**Run 1: wiring by layer**

Drawn at 3 px/um. Two of the layers only.
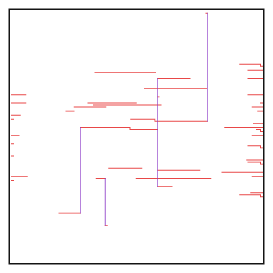
**Run 1: selected gate families**

Drawn at 4 px/um.
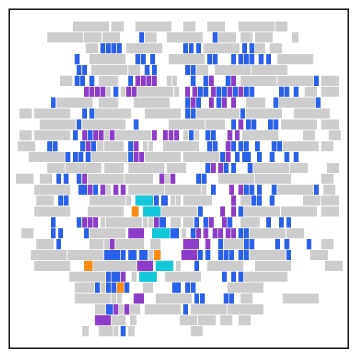
**Run 1: clock network drawn from the DEF**

Drawn at 6 px/um.
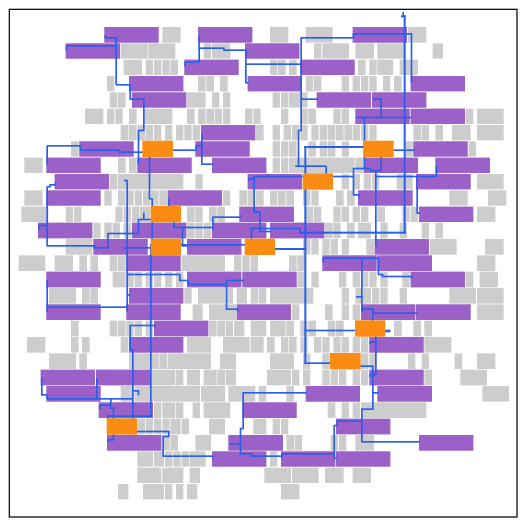
**Run 1: clock nets**

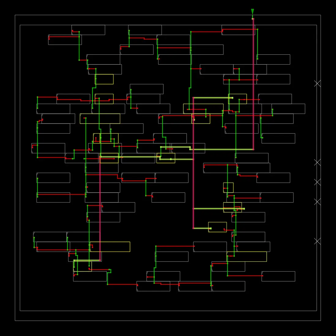
[config.mk]
export PLATFORM = sky130hd
export DESIGN_NAME = matrix_vec_mac_seq
export DESIGN_NICKNAME = d
export VERILOG_FILES = /design/src/rtl/matrix_vec_mac_seq.sv
export SDC_FILE = /design/constraint.sdc
export NUM_CORES = 1
export LEC_CHECK = 0
export ABC_AREA = 1
export ABC_CLOCK_PERIOD_IN_PS = 1700
export CORE_UTILIZATION = 45
export DETAILED_ROUTE_END_ITERATION = 10
export HOLD_SLACK_MARGIN = 0.08
export PLACE_DENSITY = 0.77
export SLEW_MARGIN = 20
export SYNTH_ARGS = -nofsm -noshare
export SYNTH_HDL_FRONTEND = slang
export SYNTH_SLANG_ARGS = --single-unit
[constraint.sdc]
create_clock -name clk -period 1.7 [get_ports clk]
set_clock_uncertainty 0.05 [all_clocks]
set_input_delay 0.34 -clock clk [delete_from_list [all_inputs] [get_ports clk]]
set_output_delay 0.34 -clock clk [all_outputs]
set_load 0.02 [all_outputs]
[src/rtl/matrix_vec_mac_seq.sv]
// Sequential constant-matrix by vector multiply C = A*B using one shared MAC over N*N cycles.
// Optional build macro MATRIX_VEC_SAT_EN: saturate each C element instead of wrapping.
//
// state | meaning
// IDLE  | waiting for an input vector (in_ready high)
// CALC  | one multiply-accumulate per cycle, row-major over A
// DONE  | result presented on out_c until downstream takes it
module matrix_vec_mac_seq #(
    parameter int N      = 3,
    parameter int IN_W   = 4,
    parameter int COEF_W = 16,
    parameter int OUT_W  = 16,
    parameter logic [N*N*COEF_W-1:0] COEFS = '0
) (
    input  logic                 clk,
    input  logic                 rst_n,
    input  logic                 in_valid,
    output logic                 in_ready,
    input  logic [N*IN_W-1:0]    in_b,
    output logic                 out_valid,
    input  logic                 out_ready,
    output logic [N*OUT_W-1:0]   out_c,
    output logic                 busy
);
    localparam int ACC_W  = COEF_W + IN_W + $clog2(N);
    localparam int PROD_W = COEF_W + IN_W;
    localparam int EXT_W  = (ACC_W > OUT_W) ? ACC_W : OUT_W;
    localparam int RC_W   = $clog2(N);
    localparam logic [RC_W-1:0] LAST = RC_W'(N - 1);

    typedef enum logic [1:0] {IDLE, CALC, DONE} state_t;

    state_t             state, state_nxt;
    logic [RC_W-1:0]    row, col;
    logic [ACC_W-1:0]   acc, acc_sum;
    logic [N*IN_W-1:0]  b_q;
    logic [N*OUT_W-1:0] c_q;
    logic [COEF_W-1:0]  coef;
    logic [IN_W-1:0]    b_sel;
    logic [PROD_W-1:0]  prod;
    logic [EXT_W-1:0]   acc_ext;
    logic [OUT_W-1:0]   row_res;
    logic               row_end;

    always_comb begin
        coef    = COEFS[(int'(row) * N + int'(col)) * COEF_W +: COEF_W];
        b_sel   = b_q[int'(col) * IN_W +: IN_W];
        prod    = PROD_W'(coef) * PROD_W'(b_sel);
        acc_sum = acc + ACC_W'(prod);
        acc_ext = EXT_W'(acc_sum);
        row_end = (col == LAST);
`ifdef MATRIX_VEC_SAT_EN
        row_res = ((acc_ext >> OUT_W) != '0) ? '1 : acc_ext[OUT_W-1:0];
`else
        row_res = acc_ext[OUT_W-1:0];
`endif
    end

    always_ff @(posedge clk or negedge rst_n) begin
        if (!rst_n) state <= IDLE;
        else        state <= state_nxt;
    end

    always_comb begin
        state_nxt = state;
        case (state)
            IDLE:    if (in_valid) state_nxt = CALC;
            CALC:    if (row_end && row == LAST) state_nxt = DONE;
            DONE:    if (out_ready) state_nxt = IDLE;
            default: state_nxt = IDLE;
        endcase
    end

    always_ff @(posedge clk or negedge rst_n) begin
        if (!rst_n) begin
            b_q <= '0;
            c_q <= '0;
            acc <= '0;
            row <= '0;
            col <= '0;
        end else if (state == IDLE) begin
            if (in_valid) begin
                b_q <= in_b;
                acc <= '0;
                row <= '0;
                col <= '0;
            end
        end else if (state == CALC) begin
            if (row_end) begin
                c_q[int'(row) * OUT_W +: OUT_W] <= row_res;
                acc <= '0;
                col <= '0;
                row <= (row == LAST) ? '0 : row + 1'b1;
            end else begin
                acc <= acc_sum;
                col <= col + 1'b1;
            end
        end
    end

    // rst_n gates in_ready so the block never advertises readiness while held in reset
    assign in_ready  = rst_n && (state == IDLE);
    assign out_valid = (state == DONE);
    assign busy      = (state == CALC);
    assign out_c     = c_q;
endmodule

==> flow_metrics.env, run 1 <==
# flow metrics
export IMPL_grtUsageMet1=0.270
export IMPL_crit_fanout=4
export IMPL_synthMuxAreaShare=0.00328
export IMPL_worstSetupEndpointType="output pin"
export IMPL_drt_initial_drc_count=161
export IMPL_p_per_area_nw_per_um2=1220
export IMPL_finalMaxSlewViolations=0
export IMPL_flop_area_sq_um=1750
export IMPL_tns_ns=0
export IMPL_grt_max_degree=49
export IMPL_path_depth=3
export IMPL_synth_nets=393
export IMPL_path_buffers=2
export IMPL_vdd_ir_drop_max_uv=722
export IMPL_ant_nets=0
export IMPL_path_class="register to output pin"
export IMPL_buf_share=0.164
export IMPL_met3_wirelength_um=341
export IMPL_clock_area_frac=0.0677
export IMPL_pg_seq_mw=1.77
export IMPL_outcome="complete, but fails checks"
export IMPL_worstPathArrival_ns=1.16
export IMPL_grtUsageMet2=0.320
export IMPL_die_area_sq_um=7120
export IMPL_ys_top_cells_by_area="dfrtp_1 57%, nand2_1 20%, nor2_1 8.5%"
export IMPL_first_pass_iters=8
export IMPL_inv_count=29
export IMPL_ctsHtreeMaxLevel=3
export IMPL_common_cells="166 x nand2_1, 70 x dfrtp_1, 69 x nor2_1"
export IMPL_finalSetupViolCount=0
export IMPL_synthAoiAreaFrac=0.00697
export IMPL_period_needed_ns=1.55
export IMPL_switchingPower_mw=1.54
export IMPL_syn_cell_area_sq_um=3050
export IMPL_postSynthCellCount=372
export IMPL_post_cts_setup_buffers=0
export IMPL_async_flop_share=1.00
export IMPL_via_count=2473
export IMPL_cts_root_buf="clkbuf_8"
export IMPL_largest_class="sequential cells"
export IMPL_yosysWarnings=0
export IMPL_edf_count=0
export IMPL_rr_endpoint="out_c[2]"
export IMPL_dpl_cell_area_sq_um=3710
export IMPL_timing_critical_path_to="busy"
export IMPL_slowest_delay_ns=0.40
export IMPL_violations="design-rule violations"
export IMPL_worstMarginPinSlew_ns=0.591
export IMPL_grt_overflow_total=0
export IMPL_synth_cell_types=19
export IMPL_hold_path_class="primary input to asynchronous set/reset pin"
export IMPL_maxCapViolations=0
export IMPL_yosys_cells=372
export IMPL_rows=29
export IMPL_clkTransAtPathRegs_ns=0.08
export IMPL_gp_congestion=0.817
export IMPL_hold_violations=0
export IMPL_top_logic_kind="simple AND/OR/NAND/NOR gates"
export IMPL_avgSynthCellArea_sq_um=8.21
export IMPL_tapCellCount=77
export IMPL_buffers_excl_clock=64
export IMPL_critPathSlowestCell="dfrtp_1"
export IMPL_io_buffers=54
export IMPL_ys_seq_share=0.574
export IMPL_p_sw_frac=0.315
export IMPL_cts_resized=33
export IMPL_vias_per_cell=4.77
export IMPL_wirelength_um=6510
export IMPL_area_growth_pct=30.8
export IMPL_seq_area_frac=0.439
export IMPL_p_int_mw=3.35
export IMPL_drc=5
export IMPL_rr_worst_depth=8
export IMPL_critPathTopFamily="flip-flops"
## Picture notes: 'wiring by layer'
- met3: red (wire length 342 um)
- met4: purple (wire length 116 um)

## Picture notes: 'selected gate families'
- NAND gates: blue (cells 177)
- NOR gates: purple (cells 75)
- adder and majority cells: cyan (cells 5)
- inverting AOI/OAI gates: orange (cells 4)
dominant logic cell type in the layout: nand2_1
Final Non-Filler Cells: 518
logic share of the area: 0.278

## Picture notes: 'clock network drawn from the DEF'
- flip-flops: purple (count 70)
- cells driving clock nets: orange (count 9)
- clock wires: blue (length 843 um)
- flops lie: widely spread
clk pwr: 1.79 mW
clock network fraction of design power: 0.366
Worst-Skew Late Latency: 0.34 ns

## Picture notes: 'clock nets'
Flops: 70
CTS Sinks: 70
CTS buffer count: 9
clkbuf count: 10

[run 1: placed cells by master (no fill, tap or decap)]
cell type	netlist	final
nand2_1	166	166
dfrtp_1	70	70
nor2_1	69	69
inv_1	27	27
dlygate4sd2_1	0	26
dlymetal6s2s_1	0	22
clkbuf_8	0	10
buf_4	4	7
nand2_2	6	6
nor2_4	5	5
ha_1	5	5
bufinv_16	0	4
o21ai_0	3	3
nand3_1	3	3
buf_12	0	3
inv_2	2	2
clkdlybuf4s50_1	0	2
buf_2	3	2
clkbuf_2	0	2
nor3b_1	1	1
nand2_4	1	1
mux2i_1	1	1
nand4_1	1	1
o22ai_1	1	1
clkinvlp_4	0	1
clkinv_2	0	1
[run 1: flip-flops by register name, summed over array words and instances, names as in the netlist]
register,count
acc,16
col,2
out_c,48
row,2
state,2
==> run 2, diff against run 1 <==
--- a/config.mk
+++ b/config.mk
@@ -7,6 +7,7 @@
 export LEC_CHECK = 0
 export ABC_AREA = 1
 export ABC_CLOCK_PERIOD_IN_PS = 1700
+export CAP_MARGIN = 20
 export CORE_UTILIZATION = 45
 export DETAILED_ROUTE_END_ITERATION = 10
 export HOLD_SLACK_MARGIN = 0.08
**Run 2: wiring by layer**

Drawn at 3 px/um. Two of the layers only.
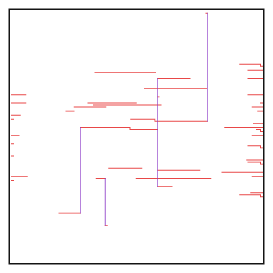
- met4: purple (wire length 116 um)
- met3: red (wire length 342 um)

**Run 2: clock nets**

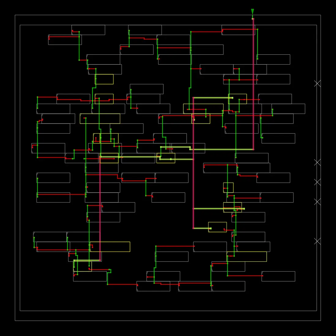

==> run 2 against run 1 <==
Final area did not move. Critical endpoint unchanged. The run still ends with design-rule violations left. Synthesized cell count unchanged. Non-clock buffer count unchanged. Clock power hardly changed. Worst setup slack unchanged. Final cell count is the same. Clock-buffer cell count is the same. Largest cell class unchanged. Sequential power about the same. Via count unchanged. Synthesized area is the same. Critical path depth unchanged.
==> flow_metrics.env, run 2 <==
# flow metrics
export IMPL_ant_nets=0
export IMPL_p_int_mw=3.35
export IMPL_regToRegStartpoint="row[1]"
export IMPL_synthMuxAreaShare=0.00328
export IMPL_top_cell="nand2_1"
export IMPL_fp_coreArea_sq_um=6460
export IMPL_cts_buffers=9
export IMPL_fp_util=0.473
export IMPL_rows=29
export IMPL_tritoncts="built"
export IMPL_clock_sinks=70
export IMPL_p_seq_frac=0.363
export IMPL_hold_violations=0
export IMPL_switchingPower_mw=1.54
export IMPL_antenna_found_initial=0
export IMPL_grt_pass1_vias=2470
export IMPL_met3_wirelength_um=341
export IMPL_largest_area_cell="dfrtp_1"
export IMPL_p_leak_nw=2.52
export IMPL_largest_register_ffs=48
export IMPL_stdcell_area_sq_um=3990
export IMPL_die_w_um=84.4
export IMPL_worstPathArrival_ns=1.16
export IMPL_cp_required_ns=1.31
export IMPL_post_route_period_util=0.913
export IMPL_cp_start_kind="register"
export IMPL_drt_initial_drc_count=161
export IMPL_fin_cells=518
export IMPL_critPathLaunch="state[1]"
export IMPL_io_buffers=54
export IMPL_die_area_sq_um=7120
export IMPL_combinationalPowerShare=0.271
export IMPL_yosys_cells=372
export IMPL_edf_count=0
export IMPL_avgSynthCellArea_sq_um=8.21
export IMPL_highest_layer="met4"
export IMPL_power_top_group="clock"
export IMPL_antennaDiodeCount=0
export IMPL_worstSkewPairLatency_ns=0.34
export IMPL_synth_cell_types=19
export IMPL_fill_cells=547
export IMPL_grt_max_degree=49
export IMPL_grt_usage=0.200
export IMPL_ff_type="dfrtp_1"
export IMPL_dpl_cell_area_sq_um=3710
export IMPL_drt_met1_wl_um=3040
export IMPL_place_ws_ns=-0.0136
export IMPL_synthAoiAreaFrac=0.00697
export IMPL_worstSetupEndpointType="output pin"
export IMPL_post_drt_wl_per_cell_um=12.6
export IMPL_syn_cell_area_sq_um=3050
export IMPL_grt_overflow_total=0
export IMPL_relSlewSlack=0.606
export IMPL_drive_above_1_share=0.0998
export IMPL_p_per_area_nw_per_um2=1220
export IMPL_synth_nets=393
export IMPL_ctsHtreeMaxLevel=3
export IMPL_grt_first_pass_wirelength_um=11200
export IMPL_synth_flops=70
export IMPL_wirelength_um=6510
export IMPL_xor_share=0
export IMPL_top_area_frac=0.574
export IMPL_yosys_area_sq_um=3050
export IMPL_vdd_ir_drop_max_uv=722
export IMPL_violations="design-rule violations"
export IMPL_hold_path_class="primary input to asynchronous set/reset pin"
export IMPL_period_needed_ns=1.55
export IMPL_worstMarginPinSlew_ns=0.591
export IMPL_lay_top_count="nand2_1"
export IMPL_dp_cells=502
export IMPL_critPathTopFamily="flip-flops"
export IMPL_finalMaxSlewViolations=0
export IMPL_grt_setup_unrepaired="no"
export IMPL_simple_gate_area_frac=0.333
export IMPL_utilization=0.618
export IMPL_clkTransAtPathRegs_ns=0.08
export IMPL_critPathSlowestCell="dfrtp_1"
export IMPL_ys_top_cells_by_area="dfrtp_1 57%, nand2_1 20%, nor2_1 8.5%"
export IMPL_cts_root_buf="clkbuf_8"
export IMPL_gp_congestion=0.817
export IMPL_nets=457
export IMPL_tns_ns=0
export IMPL_tool_warnings=42
export IMPL_ctsHoldBuffers=0
export IMPL_path_class="register to output pin"
export IMPL_yosysWarnings=0
export IMPL_die_h_um=84.4
export IMPL_synthAdderAreaFrac=0.0205
export IMPL_area_growth_pct=30.8
export IMPL_path_buffers=2
export IMPL_p_sw_frac=0.315
export IMPL_slowest_delay_ns=0.40
export IMPL_outcome="complete, but fails checks"
export IMPL_lay_top_cells="166 x nand2_1, 70 x dfrtp_1, 69 x nor2_1, 27 x inv_1, 26 x dlygate4sd2_1"
export IMPL_dp_hpwl_um=4560
export IMPL_maxCapViolations=0
export IMPL_top_usage_layer="met2"
export IMPL_grtUsageMet2=0.320
export IMPL_top_logic_kind="simple AND/OR/NAND/NOR gates"
export IMPL_worst_slack_ns=0.147
export IMPL_drc=5
export IMPL_vias_per_cell=4.77
export IMPL_post_cts_setup_buffers=0
export IMPL_finalPower_mw=4.89
export IMPL_postSynthCellCount=372
export IMPL_via_count=2473
export IMPL_use_met3=0.0374
export IMPL_max_freq_mhz=644
export IMPL_whs_ns=0.119
export IMPL_route_met2_wl_um=3010
export IMPL_ys_seq_share=0.574
export IMPL_crit_fanout=4
export IMPL_first_pass_iters=8
export IMPL_pg_seq_mw=1.77
export IMPL_cp_cell_sequence="buf_4 -> nor2_4 -> clkbuf_2"
export IMPL_pg_clk_mw=1.79
export IMPL_pwr_share_clk=0.366
export IMPL_cts_resized=33
export IMPL_finalSetupViolCount=0
export IMPL_p_comb_mw=1.33
export IMPL_clock_path_buffers=2
export IMPL_async_flop_share=1.00
export IMPL_common_cells="166 x nand2_1, 70 x dfrtp_1, 69 x nor2_1"
export IMPL_num_io_pins=67
export IMPL_grtUsageMet1=0.270
**Run 2: selected gate families**

Drawn at 4 px/um.
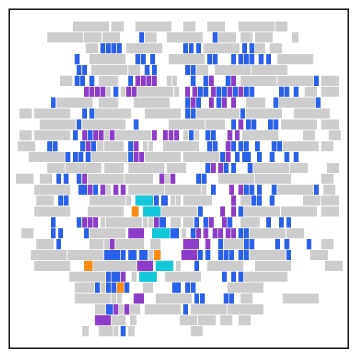
- NAND gates: blue (cells 177)
- adder and majority cells: cyan (cells 5)
- inverting AOI/OAI gates: orange (cells 4)
- NOR gates: purple (cells 75)

run 2: cell counts after synthesis:
No cell type changed its count.
run 2: final timing paths:
check                             to  slack, ns  depth (start not counted)
hold reg to reg            out_c[22]       0.43                          2
min in group clk           out_c[22]       0.43                          2
max in group asynchronous     acc[3]       0.75                          3
setup reg to reg            out_c[2]       0.18                          8
hold / removal             out_c[43]       0.12                          2
setup / recovery                busy       0.15                          3
run 2: final cells by class:
type                       instances  area, sq um  share of cell area
sequential                        70         1750               0.439
multi-input combinational        262         1110               0.278
timing repair buffer              64          656               0.164
clock buffer                      10          138              0.0345
clock inverter                     6          133              0.0332
inverter                          29          109              0.0273
tap                               77         96.3              0.0241
==> run 3, diff against run 2 <==
--- a/config.mk
+++ b/config.mk
@@ -12,7 +12,7 @@
 export DETAILED_ROUTE_END_ITERATION = 10
 export HOLD_SLACK_MARGIN = 0.08
 export PLACE_DENSITY = 0.77
-export SLEW_MARGIN = 20
+export SLEW_MARGIN = 0
 export SYNTH_ARGS = -nofsm -noshare
 export SYNTH_HDL_FRONTEND = slang
 export SYNTH_SLANG_ARGS = --single-unit
**Run 3: wiring by layer**

Drawn at 3 px/um. Two of the layers only.
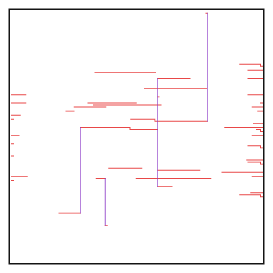
- met3: red (wire length 342 um)
- met4: purple (wire length 116 um)
per-cell routed wire length: 12.6 um
Total GRT Usage: 0.200

**Run 3: ports around the boundary**

Drawn at 4 px/um. Pins as bars across the die edge, other pins in grey.
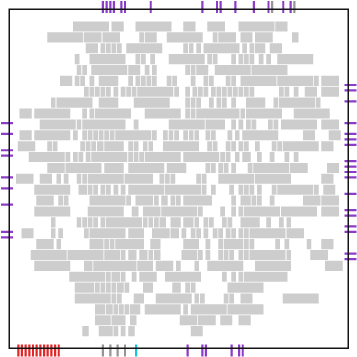
- out_c: purple (pins 48; direction output; edge 18 east, 15 north, 9 west, 6 south)
- out_valid: cyan (pins 1; direction output; edge south)
- in_b: red (pins 12; direction input; edge south)

**Run 3: clock network drawn from the DEF**

Drawn at 6 px/um.
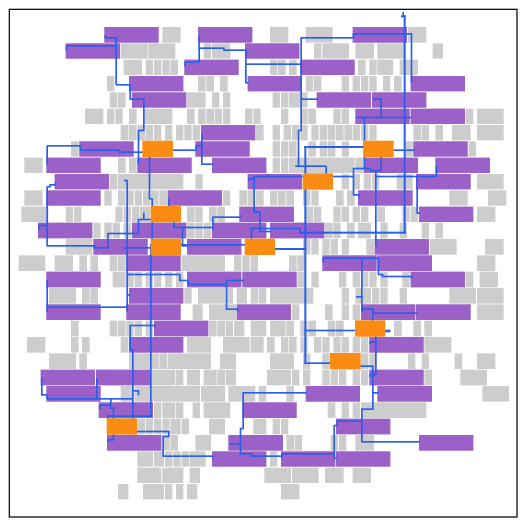
- clock wires: blue (length 843 um)
- cells driving clock nets: orange (count 9)
- flip-flops: purple (count 70)
- flops lie: widely spread

==> run 3 against run 2 <==
The run still ends with design-rule violations left. Sequential cell count is the same. Hold slack is the same. Synthesized area is the same. Final cell count is the same. Sequential share of layout area is the same. Non-clock buffer count is the same. Utilization is the same. Final area is the same. Wire length is the same. Power is the same. Critical path type unchanged. Critical endpoint unchanged. Largest cell class unchanged.
==> flow_metrics.env, run 3 <==
# flow metrics
export IMPL_common_cells="166 x nand2_1, 70 x dfrtp_1, 69 x nor2_1"
export IMPL_p_sw_frac=0.315
export IMPL_clkTransAtPathRegs_ns=0.08
export IMPL_drt_met1_wl_um=3040
export IMPL_die_h_um=84.4
export IMPL_highest_layer="met4"
export IMPL_dp_hpwl_um=4560
export IMPL_critPathTopFamily="flip-flops"
export IMPL_simple_gate_area_frac=0.333
export IMPL_hold_violations=0
export IMPL_tritoncts="built"
export IMPL_relSlewSlack=0.606
export IMPL_fill_cells=547
export IMPL_vdd_ir_drop_max_uv=722
export IMPL_grt_first_pass_wirelength_um=11200
export IMPL_seq_cell_count=70
export IMPL_use_met3=0.0374
export IMPL_worstSkewPairLatency_ns=0.34
export IMPL_synthAoiAreaFrac=0.00697
export IMPL_avgSynthCellArea_sq_um=8.21
export IMPL_grtUsageMet1=0.270
export IMPL_path_class="register to output pin"
export IMPL_buf_share=0.164
export IMPL_crit_fanout=4
export IMPL_worstMarginPinSlew_ns=0.591
export IMPL_async_flop_share=1.00
export IMPL_yosys_cells=372
export IMPL_p_seq_frac=0.363
export IMPL_via_count=2473
export IMPL_first_pass_iters=8
export IMPL_finalSetupViolCount=0
export IMPL_synthMuxAreaShare=0.00328
export IMPL_lay_top_cells="166 x nand2_1, 70 x dfrtp_1, 69 x nor2_1, 27 x inv_1, 26 x dlygate4sd2_1"
export IMPL_postSynthCellCount=372
export IMPL_cp_cell_sequence="buf_4 -> nor2_4 -> clkbuf_2"
export IMPL_whs_ns=0.119
export IMPL_top_usage_layer="met2"
export IMPL_clock_sinks=70
export IMPL_hold_path_class="primary input to asynchronous set/reset pin"
export IMPL_violations="design-rule violations"
export IMPL_cts_root_buf="clkbuf_8"
export IMPL_gp_congestion=0.817
export IMPL_max_freq_mhz=644
export IMPL_grt_setup_unrepaired="no"
export IMPL_antenna_found_initial=0
export IMPL_stdcell_area_sq_um=3990
export IMPL_met3_wirelength_um=341
export IMPL_flop_area_sq_um=1750
export IMPL_buffers_excl_clock=64
export IMPL_nets=457
export IMPL_drc=5
export IMPL_grtUsageMet2=0.320
export IMPL_critPathSlowestCell="dfrtp_1"
export IMPL_worstPathArrival_ns=1.16
export IMPL_ys_seq_share=0.574
export IMPL_worstSetupEndpointType="output pin"
export IMPL_route_met2_wl_um=3010
export IMPL_top_cell="nand2_1"
export IMPL_worst_slack_ns=0.147
export IMPL_yosysWarnings=0
export IMPL_pwr_share_clk=0.366
export IMPL_dp_cells=502
export IMPL_clockBufferCount=10
export IMPL_post_route_period_util=0.913
export IMPL_tapCellCount=77
export IMPL_edf_count=0
export IMPL_fin_cells=518
export IMPL_finalPower_mw=4.89
export IMPL_path_buffers=2
export IMPL_comb_area_sq_um=1110
export IMPL_die_area_sq_um=7120
export IMPL_fp_coreArea_sq_um=6460
export IMPL_rows=29
export IMPL_comb_multi_input_count=262
export IMPL_ctsHoldBuffers=0
export IMPL_drt_initial_drc_count=161
export IMPL_synth_nets=393
export IMPL_wirelength_um=6510
export IMPL_synthAdderAreaFrac=0.0205
export IMPL_grt_max_degree=49
export IMPL_ys_top_cells_by_area="dfrtp_1 57%, nand2_1 20%, nor2_1 8.5%"
export IMPL_place_ws_ns=-0.0136
export IMPL_post_cts_setup_buffers=0
export IMPL_grt_pass1_vias=2470
export IMPL_outcome="complete, but fails checks"
export IMPL_combinationalPowerShare=0.271
export IMPL_syn_cell_area_sq_um=3050
export IMPL_synth_flops=70
export IMPL_area_growth_pct=30.8
export IMPL_comb_share=0.278
export IMPL_die_w_um=84.4
-- run 3: final timing paths --
kind | startpoint | to | cells after the start | slack (ns)
worst max-delay path | state[1] | busy | 3 | 0.15
worst min register to register | out_c[22] | out_c[22] | 2 | 0.43
max in group asynchronous | rst_n | acc[3] | 3 | 0.75
worst max register to register | row[1] | out_c[2] | 8 | 0.18
min in group clk | out_c[22] | out_c[22] | 2 | 0.43
worst min-delay path | rst_n | out_c[43] | 2 | 0.12
-- run 3: power by group through the flow --
stage / Clock [mW] / Sequential (mW) / Combinational, mW
floorplan: 0 / 1.80 / 0.873
global placement: 0 / 1.80 / 1.31
detailed placement: 0 / 1.80 / 1.34
CTS: 1.80 / 1.77 / 1.34
global route: 1.88 / 1.78 / 1.46
finish: 1.79 / 1.77 / 1.33
Power is estimated from default activity; no workload was simulated.
